placed.png
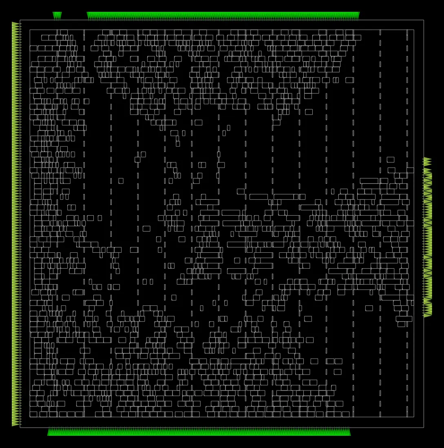
gates.png
Bar = 50 um.
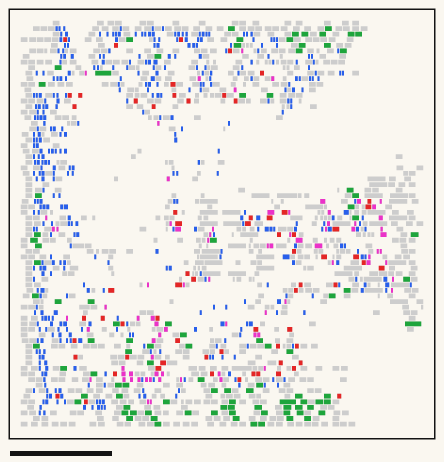
closeup.png
Bar = 10 um. Window x 91 to 116, y 50 to 75 um. Cells in grey, sequential cells in the stronger grey; small squares are vias.
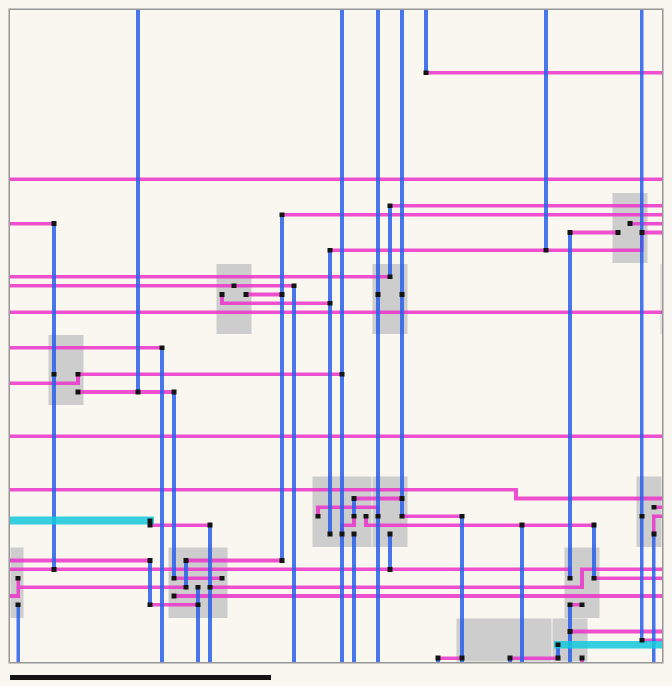
==> config.mk <==
export PLATFORM = sky130hd
export DESIGN_NAME = sha3_hash_ctrl
export DESIGN_NICKNAME = d
export VERILOG_FILES = /design/src/rtl/sha3_hash_ctrl.sv
export SDC_FILE = /design/constraint.sdc
export NUM_CORES = 1
export LEC_CHECK = 0
export CORE_AREA = 5 5 202 204
export CTS_BUF_LIST = sky130_fd_sc_hd__clkbuf_4
export DETAILED_ROUTE_END_ITERATION = 10
export DIE_AREA = 0 0 207 209
export SYNTH_ARGS = -nofsm -noshare
export SYNTH_HDL_FRONTEND = slang
export SYNTH_SLANG_ARGS = --single-unit
==> constraint.sdc <==
create_clock -name clk -period 11.8 [get_ports clk]
set_input_delay 2.36 -clock clk [delete_from_list [all_inputs] [get_ports clk]]
set_output_delay 2.36 -clock clk [all_outputs]
set_load 0.05 [all_outputs]
==> src/rtl/sha3_hash_ctrl.sv <==
// sha3_hash_ctrl: sequencer between a message ROM, a keccak core and uart_tx.
// It clears the core, streams CHUNK_COUNT ROM words (S cycles each), then
// sends the D-bit digest as lowercase ASCII hex, MSB nibble first.
// Optional build macro: SHA3_CTRL_CRLF_EN appends CR, LF after the digest.
// All outputs are flops whose next value is decoded from the next state, so
// they line up with the state they describe and have no combinational paths.
module sha3_hash_ctrl #(
  parameter int D           = 512,
  parameter int S           = 4,
  parameter int CHUNK_COUNT = 29,
  parameter int AW          = (CHUNK_COUNT > 1) ? $clog2(CHUNK_COUNT) : 1
) (
  input  logic          clk,
  input  logic          reset_n,
  input  logic          start,
  output logic          busy,
  output logic          done,
  output logic [AW-1:0] chunk_addr,
  output logic          hash_reset,
  output logic          hash_enable,
  input  logic [D-1:0]  digest,
  output logic [7:0]    tx_data,
  output logic          tx_data_ready,
  input  logic          tx_busy
);

  localparam int CW    = (S > 1) ? $clog2(S) : 1;
  localparam int NCHAR = D / 4;
  localparam int NW    = (NCHAR > 1) ? $clog2(NCHAR) : 1;

  localparam logic [CW-1:0] LAST_CYC   = CW'(S - 1);
  localparam logic [AW-1:0] LAST_CHUNK = AW'(CHUNK_COUNT - 1);
  localparam logic [NW-1:0] LAST_NIB   = NW'(NCHAR - 1);

  typedef enum logic [2:0] {
    ST_IDLE    = 3'd0,
    ST_CLEAR   = 3'd1,
    ST_PRIME   = 3'd2,
    ST_ABSORB  = 3'd3,
    ST_EMIT    = 3'd4,
    ST_WAIT_HI = 3'd5,
    ST_WAIT_LO = 3'd6,
    ST_DONE    = 3'd7
  } state_t;

  // Map a 4-bit value to its lowercase ASCII hex character.
  function automatic logic [7:0] hex_ascii(input logic [3:0] n);
    logic [7:0] r;
    if (n < 4'd10) begin
      r = 8'h30 + {4'h0, n};
    end else begin
      r = 8'h57 + {4'h0, n};
    end
    return r;
  endfunction

  // Select nibble idx of the digest counting from the MSB end.
  function automatic logic [3:0] digest_nibble(input logic [D-1:0] dg,
                                               input logic [NW-1:0] idx);
    int         sh;
    logic [D-1:0] shifted;
    sh      = (NCHAR - 1 - int'(idx)) * 4;
    shifted = dg >> sh;
    return shifted[3:0];
  endfunction

  state_t          state_q, state_d;
  logic [CW-1:0]   cyc_q, cyc_d;
  logic [AW-1:0]   chunk_q, chunk_d;
  logic [NW-1:0]   nib_q, nib_d;
  logic            trail_q, trail_d;         // sending the CR/LF trailer
  logic            trail_idx_q, trail_idx_d; // 0: CR, 1: LF
  logic            start_prev_q, start_prev_d;
  logic            busy_q, busy_d;
  logic            done_q, done_d;
  logic            hash_reset_q, hash_reset_d;
  logic            hash_enable_q, hash_enable_d;
  logic [7:0]      tx_data_q, tx_data_d;
  logic            tx_data_ready_q, tx_data_ready_d;

  // Next-state and counter logic of the sequencer.
  always_comb begin
    state_d         = state_q;
    cyc_d           = cyc_q;
    chunk_d         = chunk_q;
    nib_d           = nib_q;
    trail_d         = trail_q;
    trail_idx_d     = trail_idx_q;
    tx_data_ready_d = 1'b0;
    start_prev_d    = start;
    case (state_q)
      ST_IDLE: begin
        if (start) begin
          state_d     = ST_CLEAR;
          cyc_d       = '0;
          chunk_d     = '0;
          nib_d       = '0;
          trail_d     = 1'b0;
          trail_idx_d = 1'b0;
        end else begin
          state_d = ST_IDLE;
        end
      end
      ST_CLEAR: begin
        state_d = ST_PRIME;
        chunk_d = '0;
      end
      ST_PRIME: begin
        // One idle cycle so the ROM word for address 0 is valid in ABSORB.
        state_d = ST_ABSORB;
        cyc_d   = '0;
        chunk_d = '0;
      end
      ST_ABSORB: begin
        if (cyc_q == LAST_CYC) begin
          cyc_d = '0;
          if (chunk_q == LAST_CHUNK) begin
            // Address stays on the last chunk rather than wrapping.
            state_d = ST_EMIT;
            nib_d   = '0;
          end else begin
            chunk_d = chunk_q + AW'(1);
          end
        end else begin
          cyc_d = cyc_q + CW'(1);
        end
      end
      ST_EMIT: begin
        if (!tx_busy) begin
          tx_data_ready_d = 1'b1;
          state_d         = ST_WAIT_HI;
        end else begin
          state_d = ST_EMIT;
        end
      end
      ST_WAIT_HI: begin
        if (tx_busy) begin
          state_d = ST_WAIT_LO;
        end else begin
          state_d = ST_WAIT_HI;
        end
      end
      ST_WAIT_LO: begin
        if (!tx_busy) begin
          if (trail_q) begin
            if (trail_idx_q) begin
              state_d = ST_DONE;
            end else begin
              trail_idx_d = 1'b1;
              state_d     = ST_EMIT;
            end
          end else if (nib_q == LAST_NIB) begin
`ifdef SHA3_CTRL_CRLF_EN
            trail_d     = 1'b1;
            trail_idx_d = 1'b0;
            state_d     = ST_EMIT;
`else
            state_d = ST_DONE;
`endif
          end else begin
            nib_d   = nib_q + NW'(1);
            state_d = ST_EMIT;
          end
        end else begin
          state_d = ST_WAIT_LO;
        end
      end
      ST_DONE: begin
        // Only a fresh rising edge restarts; a start level held over from
        // the previous run is ignored.
        if (start && !start_prev_q) begin
          state_d     = ST_CLEAR;
          cyc_d       = '0;
          chunk_d     = '0;
          nib_d       = '0;
          trail_d     = 1'b0;
          trail_idx_d = 1'b0;
        end else begin
          state_d = ST_DONE;
        end
      end
      default: begin
        state_d = ST_IDLE;
      end
    endcase
  end

  // Output decode from the next state so registered outputs track the state.
  always_comb begin
    busy_d        = (state_d != ST_IDLE) && (state_d != ST_DONE);
    done_d        = (state_d == ST_DONE);
    hash_reset_d  = (state_d == ST_CLEAR);
    hash_enable_d = (state_d == ST_ABSORB);
    tx_data_d     = tx_data_q;
    if (state_d == ST_EMIT) begin
      if (trail_d) begin
        tx_data_d = trail_idx_d ? 8'h0A : 8'h0D;
      end else begin
        tx_data_d = hex_ascii(digest_nibble(digest, nib_d));
      end
    end else begin
      tx_data_d = tx_data_q;
    end
  end

  // Sequencer state, counters and registered outputs.
  always_ff @(posedge clk or negedge reset_n) begin
    if (!reset_n) begin
      state_q         <= ST_IDLE;
      cyc_q           <= '0;
      chunk_q         <= '0;
      nib_q           <= '0;
      trail_q         <= 1'b0;
      trail_idx_q     <= 1'b0;
      start_prev_q    <= 1'b0;
      busy_q          <= 1'b0;
      done_q          <= 1'b0;
      hash_reset_q    <= 1'b0;
      hash_enable_q   <= 1'b0;
      tx_data_q       <= 8'h00;
      tx_data_ready_q <= 1'b0;
    end else begin
      state_q         <= state_d;
      cyc_q           <= cyc_d;
      chunk_q         <= chunk_d;
      nib_q           <= nib_d;
      trail_q         <= trail_d;
      trail_idx_q     <= trail_idx_d;
      start_prev_q    <= start_prev_d;
      busy_q          <= busy_d;
      done_q          <= done_d;
      hash_reset_q    <= hash_reset_d;
      hash_enable_q   <= hash_enable_d;
      tx_data_q       <= tx_data_d;
      tx_data_ready_q <= tx_data_ready_d;
    end
  end

  assign busy          = busy_q;
  assign done          = done_q;
  assign chunk_addr    = chunk_q;
  assign hash_reset    = hash_reset_q;
  assign hash_enable   = hash_enable_q;
  assign tx_data       = tx_data_q;
  assign tx_data_ready = tx_data_ready_q;

endmodule
==> qor.log <==
[logic_synthesis] yosys-reported design area after synthesis 6990 um2
[die] Floorplan Utilization 0.179
[final_layout] MI comb area 5610 um2
[flow_run] Log Warnings 27
[logic_synthesis] count of instantiated cells in the yosys netlist 1071
[detailed_routing] post-route ant nets 0
[clocking] CTS tree built
[worst_setup_path] worst reg2reg path depth 17
[logic_synthesis] adder-cell share of the synthesized area 0.00895
[logic_synthesis] leading cell type by number of instances after synthesis nand2_1
[clocking] number of hold-repair buffers added at the cts stage 0
[worst_setup_path] end point of the critical path tx_data[2]$_DFFE_PN0N_
[worst_setup_path] CP startpoint kind primary input
[logic_synthesis] sequential area share after synthesis 0.115
[final_layout] top library cells by usage in the layout, fill and taps aside clkdlybuf4s50_1 (532), nand2_1 (303), nand3_1 (98)
[power_and_ir_drop] total power consumption of the routed design 1.61 mW
[global_routing] number of global-route vias before repair 10489
[worst_setup_path] capturing point of the worst reg2reg path tx_data[2]$_DFFE_PN0N_
[worst_setup_path] worst reg2reg startpoint state_q[2]$_DFF_PN0_
[detailed_routing] post-detailed-route via-to-cell ratio 5.01
[clocking] total number of clock tree sinks 32
[die] vertical extent of the die 209 um
[power_and_ir_drop] Sequential Power Share 0.111
[clocking] CTS buffer count 5
[final_timing] Worst Setup Slack, final 3790 ps
[place] Post-Place Setup Slack 3450 ps
[final_layout] non-clock buffer share of cell area 0.430
[run_status] status completed
[die] area of the core 39100 um2
[worst_setup_path] Worst path max stage delay 890 ps
[power_and_ir_drop] top power consumer group combinational cells
[final_timing] Layout Skew 11.3 ps
[power_and_ir_drop] power drawn by the clock network 0.0626 mW
[final_timing] unrepaired setup endpoints after global routing no
[power_and_ir_drop] portion of total power attributed to combinational logic 0.851
[logic_synthesis] Async SR Flop Fraction 1.00
[global_routing] fraction of met1 tracks used by global routing 0.289
[logic_synthesis] main logic family after synthesis simple AND/OR/NAND/NOR gates
[logic_synthesis] Post-synth EDFFs 0
[logic_synthesis] Most used DFF post-synth dfrtp_1
[global_routing] global-route usage over all layers 0.221
[logic_synthesis] Synth top cells by count nand2_1 (303), nand3_1 (99), mux2i_1 (85)
[final_layout] number of nets at the end of the flow 2057
[worst_setup_path] total number of cells along the worst setup path 18
[global_routing] first-pass GRT wire length 72.8 mm
[place] Area after DPL 12600 um2
[flow_run] number of max-cap violations 0
[power_and_ir_drop] Switch Pwr 0.922 mW
[logic_synthesis] Basic Gates by Area 0.369
[worst_hold_path] min-delay src cyc_q[0]$_DFFE_PN0P_
[detailed_routing] drt pass-1 iters 7
[final_layout] area overhead of the layout relative to synthesis 81.0%
[final_layout] flop share of the area 0.0633
[final_timing] slew at the pin with the worst max-slew slack 1090 ps
[power_and_ir_drop] power drawn by the combinational cells 1.37 mW
[die] Boundary Pins 534
[logic_synthesis] top cell type's share of synthesized area 0.163
[global_routing] GR Util met3 0.0473
[place] post-detailed-placement half-perimeter wirelength 41.9 mm
[logic_synthesis] Distinct lib cells used 82
[final_layout] Max-area cell class combinational gates
[final_timing] Hold WS 503 ps
[worst_setup_path] Crit. End Element register
[clocking] Clk Latency, worst-skew pair 340 ps
[logic_synthesis] average cell area after synthesis 6.53 um2
[final_timing] tightest slew margin relative to the limit 0.268
[worst_setup_path] kind of cell adding the most delay to the critical path simple AND/OR/NAND/NOR gates
[logic_synthesis] Post-Synthesis Cells 1071
[logic_synthesis] XOR/XNOR Area Share 0.00376
## Picture notes: placed.png
layout sequential cell count: 32
Fillers: 4316
row count: 73

## Picture notes: gates.png
nor cells -> magenta  # cells 78, most used nor2_1
nand cells -> blue  # cells 419, most used nand2_1, where all over the die
mux cells -> green  # cells 97, most used mux2i_1, where all over the die
and/or cells -> red  # cells 66, most used and3_1
share of the final layout cell area in multi-input gates: 0.443
number of standard cells in the final layout excluding fillers: 2064

## Picture notes: closeup.png
M3 -> cyan
M1 -> magenta
M2 -> blue
cells with their middle in the window = 11
sequential cells in the window = 0
most frequent = nand2_1 (7)

Power figures rest on the tool's default switching activity, not on a simulated workload.
